File: config.mk
export PLATFORM = sky130hd
export DESIGN_NAME = spike_event_decoder
export DESIGN_NICKNAME = d
export VERILOG_FILES = /design/src/rtl/spike_event_decoder.sv
export SDC_FILE = /design/constraint.sdc
export NUM_CORES = 1
export LEC_CHECK = 0
export CAP_MARGIN = 20
export CORE_ASPECT_RATIO = 1.4
export CORE_MARGIN = 5
export CORE_UTILIZATION = 55
export DETAILED_ROUTE_END_ITERATION = 10
export PLACE_DENSITY = 0.79
export SYNTH_ARGS = -nofsm -noshare
export SYNTH_HDL_FRONTEND = slang
export SYNTH_SLANG_ARGS = --single-unit
File: constraint.sdc
create_clock -name clk -period 3.52 [get_ports clk]
set_clock_uncertainty 0.15 [all_clocks]
set_input_delay 0.704 -clock clk [delete_from_list [all_inputs] [get_ports clk]]
set_output_delay 0.704 -clock clk [all_outputs]
set_load 0.01 [all_outputs]
File: src/rtl/spike_event_decoder.sv
// Spike detector for the Izhikevich neuron voltage stream: threshold/hysteresis
// detection, inter-spike interval measurement and a 4-deep record FIFO.
module spike_event_decoder #(
   parameter logic signed [7:0] THRESH    = 8'sd16,
   parameter logic signed [7:0] REARM     = -8'sd16,
   parameter int                BURST_ISI = 8,
   parameter int                CNT_W     = 16
) (
   input  logic              clk,
   input  logic              rst,
   input  logic              en,
   input  logic signed [7:0] v_in,
   input  logic              out_ready,
   output logic              out_valid,
   output logic [CNT_W-1:0]  out_isi,
   output logic              out_first,
   output logic              out_burst,
   output logic              spike,
   output logic [7:0]        spike_count,
   output logic              overflow
);

   localparam int               DEPTH     = 4;
   localparam logic [CNT_W-1:0] CNT_MAX   = '1;
   localparam logic [31:0]      BURST_LIM = BURST_ISI;

   typedef enum logic {
      ARMED = 1'b0,
      FIRED = 1'b1
   } det_state_t;

   det_state_t       state_reg, state_next;
   logic             spike_sample;

   logic [CNT_W-1:0] cnt_reg;
   logic             first_reg;
   logic             rec_burst;

   logic [1:0]       wr_ptr_reg, rd_ptr_reg;
   logic [2:0]       count_reg;
   logic             fifo_full, push, pop, drop;

   logic [CNT_W-1:0] isi_mem   [DEPTH];
   logic             first_mem [DEPTH];
   logic             burst_mem [DEPTH];

   logic             spike_reg;
   logic [7:0]       spike_count_reg;
   logic             overflow_reg;

   // Detector: a spike is only possible from ARMED; FIRED waits for the re-arm level.
   always_comb begin
      state_next   = state_reg;
      spike_sample = 1'b0;
      if (en) begin
         case (state_reg)
            ARMED: begin
               if (v_in >= THRESH) begin
                  spike_sample = 1'b1;
                  state_next   = FIRED;
               end
            end
            FIRED: begin
               if (v_in <= REARM) begin
                  state_next = ARMED;
               end
            end
            default: state_next = ARMED;
         endcase
      end
   end

   always_ff @(posedge clk) begin
      if (rst) begin
         state_reg <= ARMED;
      end else begin
         state_reg <= state_next;
      end
   end

   // Interval counter restarts at 1 so the captured value equals the sample-index gap.
   always_ff @(posedge clk) begin
      if (rst) begin
         cnt_reg   <= '0;
         first_reg <= 1'b1;
      end else if (en) begin
         if (spike_sample) begin
            cnt_reg   <= {{(CNT_W-1){1'b0}}, 1'b1};
            first_reg <= 1'b0;
         end else if (cnt_reg != CNT_MAX) begin
            cnt_reg <= cnt_reg + 1'b1;
         end
      end
   end

   assign rec_burst = ~first_reg && (cnt_reg != '0) &&
                      ({{(32-CNT_W){1'b0}}, cnt_reg} <= BURST_LIM);

   // A full FIFO still accepts a push when the head leaves on the same edge.
   assign fifo_full = (count_reg == 3'(DEPTH));
   assign pop       = (count_reg != 3'd0) && out_ready;
   assign push      = spike_sample && (~fifo_full || pop);
   assign drop      = spike_sample && fifo_full && ~pop;

   generate
      for (genvar gi = 0; gi < DEPTH; gi++) begin : g_entry
         always_ff @(posedge clk) begin
            if (push && (wr_ptr_reg == 2'(gi))) begin
               isi_mem[gi]   <= cnt_reg;
               first_mem[gi] <= first_reg;
               burst_mem[gi] <= rec_burst;
            end
         end
      end
   endgenerate

   always_ff @(posedge clk) begin
      if (rst) begin
         wr_ptr_reg <= '0;
         rd_ptr_reg <= '0;
         count_reg  <= '0;
      end else begin
         if (push) begin
            wr_ptr_reg <= wr_ptr_reg + 2'd1;
         end
         if (pop) begin
            rd_ptr_reg <= rd_ptr_reg + 2'd1;
         end
         case ({push, pop})
            2'b10:   count_reg <= count_reg + 3'd1;
            2'b01:   count_reg <= count_reg - 3'd1;
            default: count_reg <= count_reg;
         endcase
      end
   end

   always_ff @(posedge clk) begin
      if (rst) begin
         spike_reg       <= 1'b0;
         spike_count_reg <= '0;
         overflow_reg    <= 1'b0;
      end else begin
         spike_reg <= spike_sample;
         if (spike_sample) begin
            spike_count_reg <= spike_count_reg + 8'd1;
         end
         if (drop) begin
            overflow_reg <= 1'b1;
         end
      end
   end

   // Head fields are forced to zero when empty so stale entries never leak out.
   assign out_valid   = (count_reg != 3'd0);
   assign out_isi     = out_valid ? isi_mem[rd_ptr_reg]   : '0;
   assign out_first   = out_valid ? first_mem[rd_ptr_reg] : 1'b0;
   assign out_burst   = out_valid ? burst_mem[rd_ptr_reg] : 1'b0;
   assign spike       = spike_reg;
   assign spike_count = spike_count_reg;
   assign overflow    = overflow_reg;

endmodule

==> GITHUB_STEP_SUMMARY <==
## Implementation flow summary

| Metric | Value |
|---|---|
| Status | finished clean |
| CP startpoint kind | flop |
| Vias in the first global route | 3,000 |
| Slew headroom | 0.494 |
| Hold Path Class | reg2reg |
| Post-synthesis register bit count | 109 |
| FF-to-FF Start | count_reg[0]$_SDFFE_PP0P_ |
| DR WL met3 | 403 um |
| Setup TNS | 0 ns |
| CP delay by family, top | simple AND/OR/NAND/NOR gates |
| Clock net sink count | 109 |
| Final Net Count | 405 |
| Maximum clock path buffer count | 2 |
| Fp_density | 0.563 |
| Cell Type Count | 43 |
| Chip Area, Yosys | 0.00459 mm2 |
| Top-count cell post-synth | edfxtp_1 |
| Num rows | 39 |
| Measured slew at the worst slew-check pin | 0.759 ns |
| Placed Cells | 476 |
| Post-synthesis xor/xnor area fraction | 0.0325 |
| Layout cell share with drive strength beyond 1 | 0.136 |
| CP required | 2.67 ns |
| YS warnings | 0 |
| Top cells by count, synth | edfxtp_1, dfxtp_1, nor2_1, and2_1 |
| Non-filler cells, final | 492 |
| DRT antenna net count | 0 |
| Hold Path Origin | overflow$_SDFFE_PP0P_ |
| Tool warnings | 30 |
| DR iter-0 viols | 177 |
| Layout area overhead | 20.6% |
| Register share after synthesis | 0.633 |
| Routed wl met2 | 4840 um |
| CP Depth | 3 |
| Final setup vio count | 0 |
| Post-CTS setup buffer count | 0 |
| H-tree depth | 3 |
| DP Wirelength | 5700 um |
| Power density cells | 484 mW/mm2 |
| Worst-path clk slew | 0.06 ns |
| First-pass GRT wire length | 15,200 um |
| Main flop type | edfxtp_1 |
| Die x size | 87.2 um |
| Slowest CP cell | or3_1 |
| WP buf/inv | 1 |
| Vias per cell | 5.84 |
| Most frequent logic cell in the layout | edfxtp_1 |
| Endpoint class of the critical path | primary output |
| Comb area | 0.00161 mm2 |
| Setup Crit Path Kind | reg2out |
| Top non-seq family | simple AND/OR/NAND/NOR gates |
| Via count | 2,875 |
| CTS tree | built |
| Max_cap viols | 0 |
| Worst reg2reg endpoint | count_reg[2]$_SDFFE_PP0P_ |
| Hold Path Sink | overflow$_SDFFE_PP0P_ |
| AND-OR/OR-AND Cells, Area Fraction | 0.0513 |
| Worst-Skew Late Latency | 0.34 ns |
| Post-synth EDFFs | 72 |
| Yosys cell count | 335 |
| VDD IR-drop max | 0.000323 V |
| DRT Pass-1 Iters | 4 |
| Worst reg2reg setup slack | 0.68 ns |
| # IOs | 41 |
| Placed inst area | 0.00520 mm2 |
| RD Place Congestion | 0.798 |
| Post-synth ARST share | 0 |
| Part of the cycle the worst path needs | 0.891 |
| Finished Cell Area | 0.00553 mm2 |
| Final Hold Fails | 0 |
| Yosys top cell by area | edfxtp_1 |
| Final Power | 2.68 mW |
| CP arrival | 2.28 ns |
| Total Die Area | 0.0103 mm2 |
| Simple share | 0.150 |
| Root Buffer | clkbuf_16 |
| Maximum fanout along the worst path | 21 |
per-stage QoR:
step | hold WS (ns) | setup slack [ns]
finish | 0.336 | 0.384
global route | 0.384 | 0.263
CTS | 0.335 | 0.354
detailed placement | 0.315 | 0.347
global placement | 0.304 | 0.416
floorplan | 0.309 | 0.582
power breakdown:
part	total (mW)	switching (mW)	internal (mW)
logic	0.208	0.100	0.108
clock network	1.08	0.411	0.664
registers	1.40	0.0177	1.38
total	2.68	0.529	2.15
worst register-to-register path: cells and delay by family, from the launching register on:
| kind | cells | cell delay (ns) |
|---|---|---|
| AOI/OAI and AO/OA | 1 | 0.14 |
| adders and majority gates | 1 | 0.39 |
| DFF | 1 | 0.39 |
| and+or+nand+nor | 5 | 1.70 |
worst max path at each step:
stage,startpoint,end,slack (ns)
finish,count_reg[0]$_SDFFE_PP0P_,out_isi[0],0.38
global route,count_reg[0]$_SDFFE_PP0P_,out_isi[0],0.26
CTS,count_reg[0]$_SDFFE_PP0P_,out_isi[0],0.35
detailed placement,en,count_reg[2]$_SDFFE_PP0P_,0.35
global placement,en,count_reg[2]$_SDFFE_PP0P_,0.42
floorplan,v_in[7],count_reg[2]$_SDFFE_PP0P_,0.58
routing by layer:
metal / track usage / vias up
met3: 0.0378 / 19
met1: 0.227 / 1397
li1: - / 1362
met5: 0 / -
met4: 0.0979 / 0
met2: 0.331 / 97
cell type report:
cell class / count / area share
clock inverters: 2 / 0.00633
repair buffers: 51 / 0.0963
flip-flops and latches: 109 / 0.525
multi-input cells: 206 / 0.290
inverters: 8 / 0.00543
clock buffers: 14 / 0.0543
well taps: 102 / 0.0231
### Routed metal, one colour a layer

Drawn at 3 px/um. Two of the layers only.
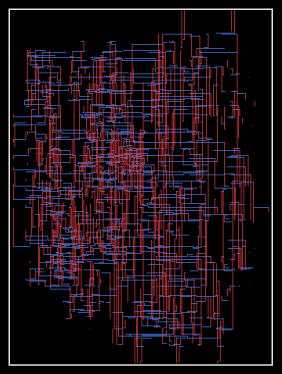
[M2] red | wire length: 4,840 um
[M1] blue | wire length: 3,340 um
wirelength, routed: 8800 um
GRT Overall Usage: 0.194

### Cell placement

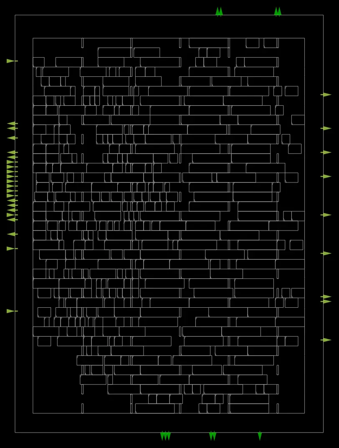
core footprint: 0.00815 mm2
Util after Layout: 0.679
fillcell total: 554

### Sequential cells coloured by netlist name

Drawn at 4 px/um.
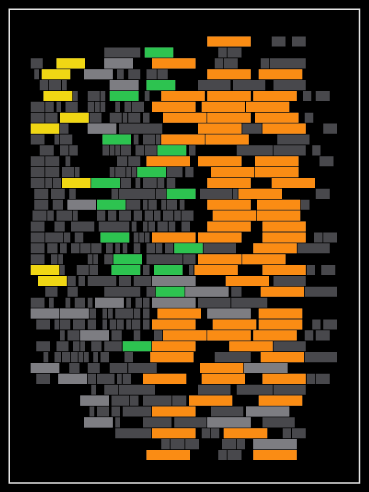
[`isi_mem`] orange | sequential cells: 64
[`cnt_reg`] green | sequential cells: 16
[`spike_count`] yellow | sequential cells: 8
P_seq: 1.40 mW
flop share of the area: 0.525
Flop area: 0.00290 mm2

Power is estimated from default activity; no workload was simulated.
